### config.mk
export PLATFORM = sky130hd
export DESIGN_NAME = fp32_norm_round
export DESIGN_NICKNAME = d
export VERILOG_FILES = /design/src/rtl/fp32_pkg.sv /design/src/rtl/fp32_round_rne.sv /design/src/rtl/fp32_norm_round.sv
export SDC_FILE = /design/constraint.sdc
export NUM_CORES = 1
export LEC_CHECK = 0
export CORE_UTILIZATION = 40
export DETAILED_ROUTE_END_ITERATION = 10
export DONT_BUFFER_PORTS = 1
export GPL_TIMING_DRIVEN = 0
export HOLD_SLACK_MARGIN = 0.1
export PLACE_DENSITY = 0.55
export SLEW_MARGIN = 20
export SYNTH_ARGS = -nofsm -noshare
export SYNTH_HDL_FRONTEND = slang
export SYNTH_SLANG_ARGS = --single-unit
### constraint.sdc
create_clock -name clk -period 3.5 [get_ports clk]
set_clock_uncertainty 0.05 [all_clocks]
set_input_delay 0.525 -clock clk [delete_from_list [all_inputs] [get_ports clk]]
set_output_delay 0.525 -clock clk [all_outputs]
set_load 0.02 [all_outputs]
### src/rtl/fp32_pkg.sv
// ============================================================================
// Module : fp32_pkg
// Brief  : Shared FSM encodings and IEEE-754 single-precision constants.
// Rev    : 1.0 - initial release
// ============================================================================
`default_nettype none

package fp32_pkg;

    typedef enum logic [1:0] {
        S_IDLE  = 2'd0,
        S_NORM  = 2'd1,
        S_ROUND = 2'd2,
        S_DONE  = 2'd3
    } state_t;

    localparam int          EXP_BIAS = 127;
    localparam int          EXP_MAX  = 255;
    localparam int          MANT_W   = 24;
    localparam logic [31:0] POS_INF  = 32'h7F80_0000;
    localparam logic [31:0] ZERO     = 32'h0000_0000;

endpackage

`default_nettype wire

### src/rtl/fp32_round_rne.sv
// ============================================================================
// Module : fp32_round_rne
// Brief  : Combinational round-to-nearest-even increment of a 24-bit mantissa.
// Rev    : 1.0 - initial release
// ============================================================================
`default_nettype none

module fp32_round_rne
    import fp32_pkg::*;
(
    input  logic [MANT_W-1:0] m,
    input  logic              g,
    input  logic              r,
    input  logic              s,
    output logic [MANT_W-1:0] m_rnd,
    output logic              carry
);

    logic w_inc;

    // Round up above half, or exactly half when the kept LSB is odd.
    assign w_inc          = g & (r | s | m[0]);
    assign {carry, m_rnd} = {1'b0, m} + {{MANT_W{1'b0}}, w_inc};

endmodule

`default_nettype wire

### src/rtl/fp32_norm_round.sv
// ============================================================================
// Module : fp32_norm_round
// Brief  : Post-add normalise and RNE round to packed IEEE-754 single.
//          Define FP32_NORM_DENORM_EN to emit subnormals instead of flushing.
// Rev    : 1.0 - initial release
// ============================================================================
`default_nettype none

module fp32_norm_round
    import fp32_pkg::*;
(
    input  logic        clk,
    input  logic        rst,
    input  logic        in_valid,
    output logic        in_ready,
    input  logic        in_sign,
    input  logic [7:0]  in_exp,
    input  logic [23:0] in_mant,
    input  logic        in_cy,
    input  logic        in_ope,
    input  logic [2:0]  in_grs,
    output logic        out_valid,
    input  logic        out_ready,
    output logic [31:0] out_result,
    output logic        out_ovf,
    output logic        out_zero
);

    state_t             r_state, w_state_nxt;
    logic [8:0]         r_e;
    logic [MANT_W-1:0]  r_m;
    logic               r_g, r_r, r_s;
    logic               r_sign, r_cy, r_ope, r_first;
    logic [31:0]        r_result;
    logic               r_ovf, r_zero;

    logic               w_carry_step, w_is_zero, w_shift;
    logic [MANT_W-1:0]  w_m_rnd, w_m_fin;
    logic               w_rnd_carry;
    logic [8:0]         w_e_rnd;
    logic [31:0]        w_result;
    logic               w_ovf, w_zero;

    assign w_carry_step = r_first & r_cy;
    assign w_is_zero    = (r_m == '0) & ~(r_g | r_r | r_s);
    assign w_shift      = ~r_m[MANT_W-1] & (r_e > 9'd1);

    fp32_round_rne u_round (
        .m     (r_m),
        .g     (r_g),
        .r     (r_r),
        .s     (r_s),
        .m_rnd (w_m_rnd),
        .carry (w_rnd_carry)
    );

    assign w_m_fin = w_rnd_carry ? {1'b1, {(MANT_W-1){1'b0}}} : w_m_rnd;
    assign w_e_rnd = r_e + {8'd0, w_rnd_carry};

    always_comb begin
        w_ovf    = 1'b0;
        w_zero   = 1'b0;
        w_result = {r_sign, w_e_rnd[7:0], w_m_fin[22:0]};
        if (w_e_rnd >= 9'(EXP_MAX)) begin
            w_result = {r_sign, POS_INF[30:0]};
            w_ovf    = 1'b1;
        end else if (!w_m_fin[MANT_W-1]) begin
`ifdef FP32_NORM_DENORM_EN
            w_result = {r_sign, 8'h00, w_m_fin[22:0]};
            w_zero   = (w_m_fin == '0);
`else
            w_result = {r_sign, ZERO[30:0]};
            w_zero   = 1'b1;
`endif
        end
    end

    always_ff @(posedge clk or posedge rst) begin
        if (rst) r_state <= S_IDLE;
        else     r_state <= w_state_nxt;
    end

    always_comb begin
        w_state_nxt = r_state;
        case (r_state)
            S_IDLE:  if (in_valid) w_state_nxt = S_NORM;
            S_NORM: begin
                if (w_carry_step)   w_state_nxt = S_NORM;
                else if (w_is_zero) w_state_nxt = S_DONE;
                else if (w_shift)   w_state_nxt = S_NORM;
                else                w_state_nxt = S_ROUND;
            end
            S_ROUND: w_state_nxt = S_DONE;
            S_DONE:  if (out_ready) w_state_nxt = S_IDLE;
            default: w_state_nxt = S_IDLE;
        endcase
    end

    always_ff @(posedge clk or posedge rst) begin
        if (rst) begin
            r_e      <= '0;
            r_m      <= '0;
            r_g      <= 1'b0;
            r_r      <= 1'b0;
            r_s      <= 1'b0;
            r_sign   <= 1'b0;
            r_cy     <= 1'b0;
            r_ope    <= 1'b0;
            r_first  <= 1'b0;
            r_result <= '0;
            r_ovf    <= 1'b0;
            r_zero   <= 1'b0;
        end else begin
            case (r_state)
                S_IDLE: if (in_valid) begin
                    r_sign  <= in_sign;
                    r_e     <= {1'b0, in_exp};
                    r_m     <= in_mant;
                    {r_g, r_r, r_s} <= in_grs;
                    r_cy    <= in_cy;
                    r_ope   <= in_ope;
                    r_first <= 1'b1;
                end
                S_NORM: begin
                    r_first <= 1'b0;
                    if (w_carry_step) begin
                        r_m <= {1'b1, r_m[MANT_W-1:1]};
                        r_g <= r_m[0];
                        r_r <= r_g;
                        r_s <= r_r | r_s;
                        r_e <= r_e + 9'd1;
                    end else if (w_is_zero) begin
                        // Exact cancellation yields +0; a true zero sum keeps its sign.
                        r_result <= {~r_ope & r_sign, ZERO[30:0]};
                        r_ovf    <= 1'b0;
                        r_zero   <= 1'b1;
                    end else if (w_shift) begin
                        r_m <= {r_m[MANT_W-2:0], r_g};
                        r_g <= r_r;
                        r_r <= 1'b0;
                        r_e <= r_e - 9'd1;
                    end
                end
                S_ROUND: begin
                    r_result <= w_result;
                    r_ovf    <= w_ovf;
                    r_zero   <= w_zero;
                end
                default: ;
            endcase
        end
    end

    assign in_ready   = (r_state == S_IDLE);
    assign out_valid  = (r_state == S_DONE);
    assign out_result = r_result;
    assign out_ovf    = r_ovf;
    assign out_zero   = r_zero;

endmodule

`default_nettype wire

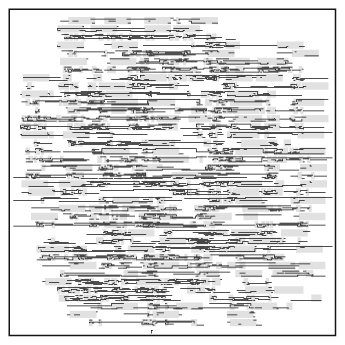
**Above:** metal 1.
Drawn at 3 px/um.
share of all routed wire	47%
longest straight run	35.0 um
main direction	horizontal

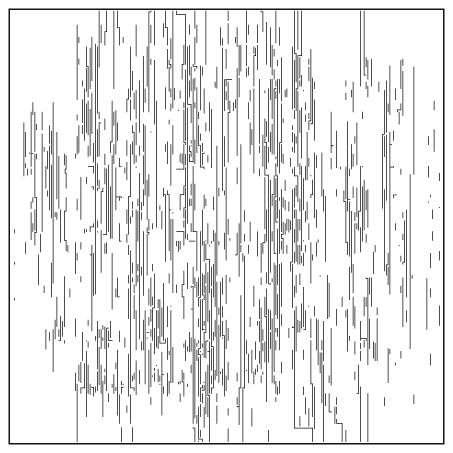
**Above:** metal 2.
Drawn at 4 px/um.
longest straight run	62.6 um
wire length on this layer	5670 um
nets with wire on the layer	481
share of all routed wire	45%

==> metrics.csv <==
metric;value;unit
cts_hold_buffers;1;
status;finished clean;
comb_cells;432;
max_freq;304.3;MHz
critPathArrivalTime;3.48;ns
clockBufferDepth;2;
drt-wirelength-per-cell;17.63;um
p_leak;0.002185;uW
placed_area;4723;sq um
hold_path.class;in -> reg;
maxSlewHeadroom;0.5544;
cpPeakStageDelay;0.44;ns
slew_viol_final;0;
swShare;0.4666;
num_rows;38;
crit_fanout;10;
max-vdd-ir-drop;0.0003140;V
die_h;108.3;um
final.setup.worst_slack;0.2135;ns
power_leader;combinational logic;
ys.flops;76;
cts_buffers;9;
ys_top_cells_by_count;nand2_1, dfrtp_1, o21ai_0, a21oi_1, nor2_1;
buffers;54;
crit_top_cell;ha_1;
syn_to_final_growth;12.99;%
cts_setup_buffers;1;
drt_iter0_markers;230;
maxCapViolations;0;
ys_cells;563;
area_leaders;dfrtp_1, nand2_1, o21ai_0, a21oi_1, xor2_1;
cp-end-kind;flop;
seq_cells;76;
largest_area_cell;dfrtp_1;
combGateArea;2404;sq um
critPathBufInv;1;
place_hpwl;9.147;mm
p_clk;985;uW
async_reset_ff_frac;1.000;
grt_max_degree;52;
clkPwrFrac;0.196;
layer usage:
layer	wire length [um]	share of wire	GRT usage	up-vias
li1	-	-	-	1982
met1	5948	0.47	0.3137	1938
met2	5672	0.45	0.3435	132
met3	921	0.072	0.05365	18
met4	203	0.016	0.08494	0
met5	0	0	0	-
final timing paths:
kind,start,end,slack (ns),cells past startpoint
worst max-delay path,r_g,out_result[14],0.21,14
worst min-delay path,in_cy,r_cy,0.25,2
worst max register to register,r_g,out_result[14],0.21,14
worst min register to register,r_sign,r_sign,0.43,2
max in group asynchronous,rst,r_g,2.19,3
min in group asynchronous,rst,r_state[0],0.62,2
per-stage QoR:
step / utilization / TNS [ns]
2_1_floorplan: - / 0
3_3_place_gp: 0.4292 / -4.564
3_5_place_dp: 0.4319 / -4.837
4_1_cts: 0.4643 / 0
5_1_grt: 0.4668 / -0.8526
6_report: 0.4668 / 0
cells by family (layout without fill, tap and decap cells):
logic type | after synthesis | in the layout | share of synthesized area
xor+xnor | 30 | 30 | 0.05816
fa+ha+maj | 6 | 6 | 0.01662
mux | 2 | 2 | 0.004984
simple gates | 242 | 242 | 0.2501
buf+inv | 55 | 75 | 0.05290
flops | 76 | 76 | 0.4209
compound gates | 152 | 152 | 0.1963
cell usage in the layout, fill, tap and decap left out, types with 3 or more instances in the layout:
master / n
nand2_1: 140
dfrtp_1: 74
o21ai_0: 60
a21oi_1: 53
nor2_1: 25
buf_2: 22
clkbuf_1: 22
xor2_1: 17
nand3_1: 15
xnor2_1: 12
nand4_1: 9
clkbuf_16: 9
nor4_1: 8
and3_1: 8
and2_1: 7
nor3_1: 6
and4_1: 6
a31oi_1: 6
ha_1: 6
inv_1: 4
a221o_1: 4
o21ai_1: 4
clkbuf_8: 4
buf_4: 3
nor2b_1: 3
Power figures rest on the tool's default switching activity, not on a simulated workload.
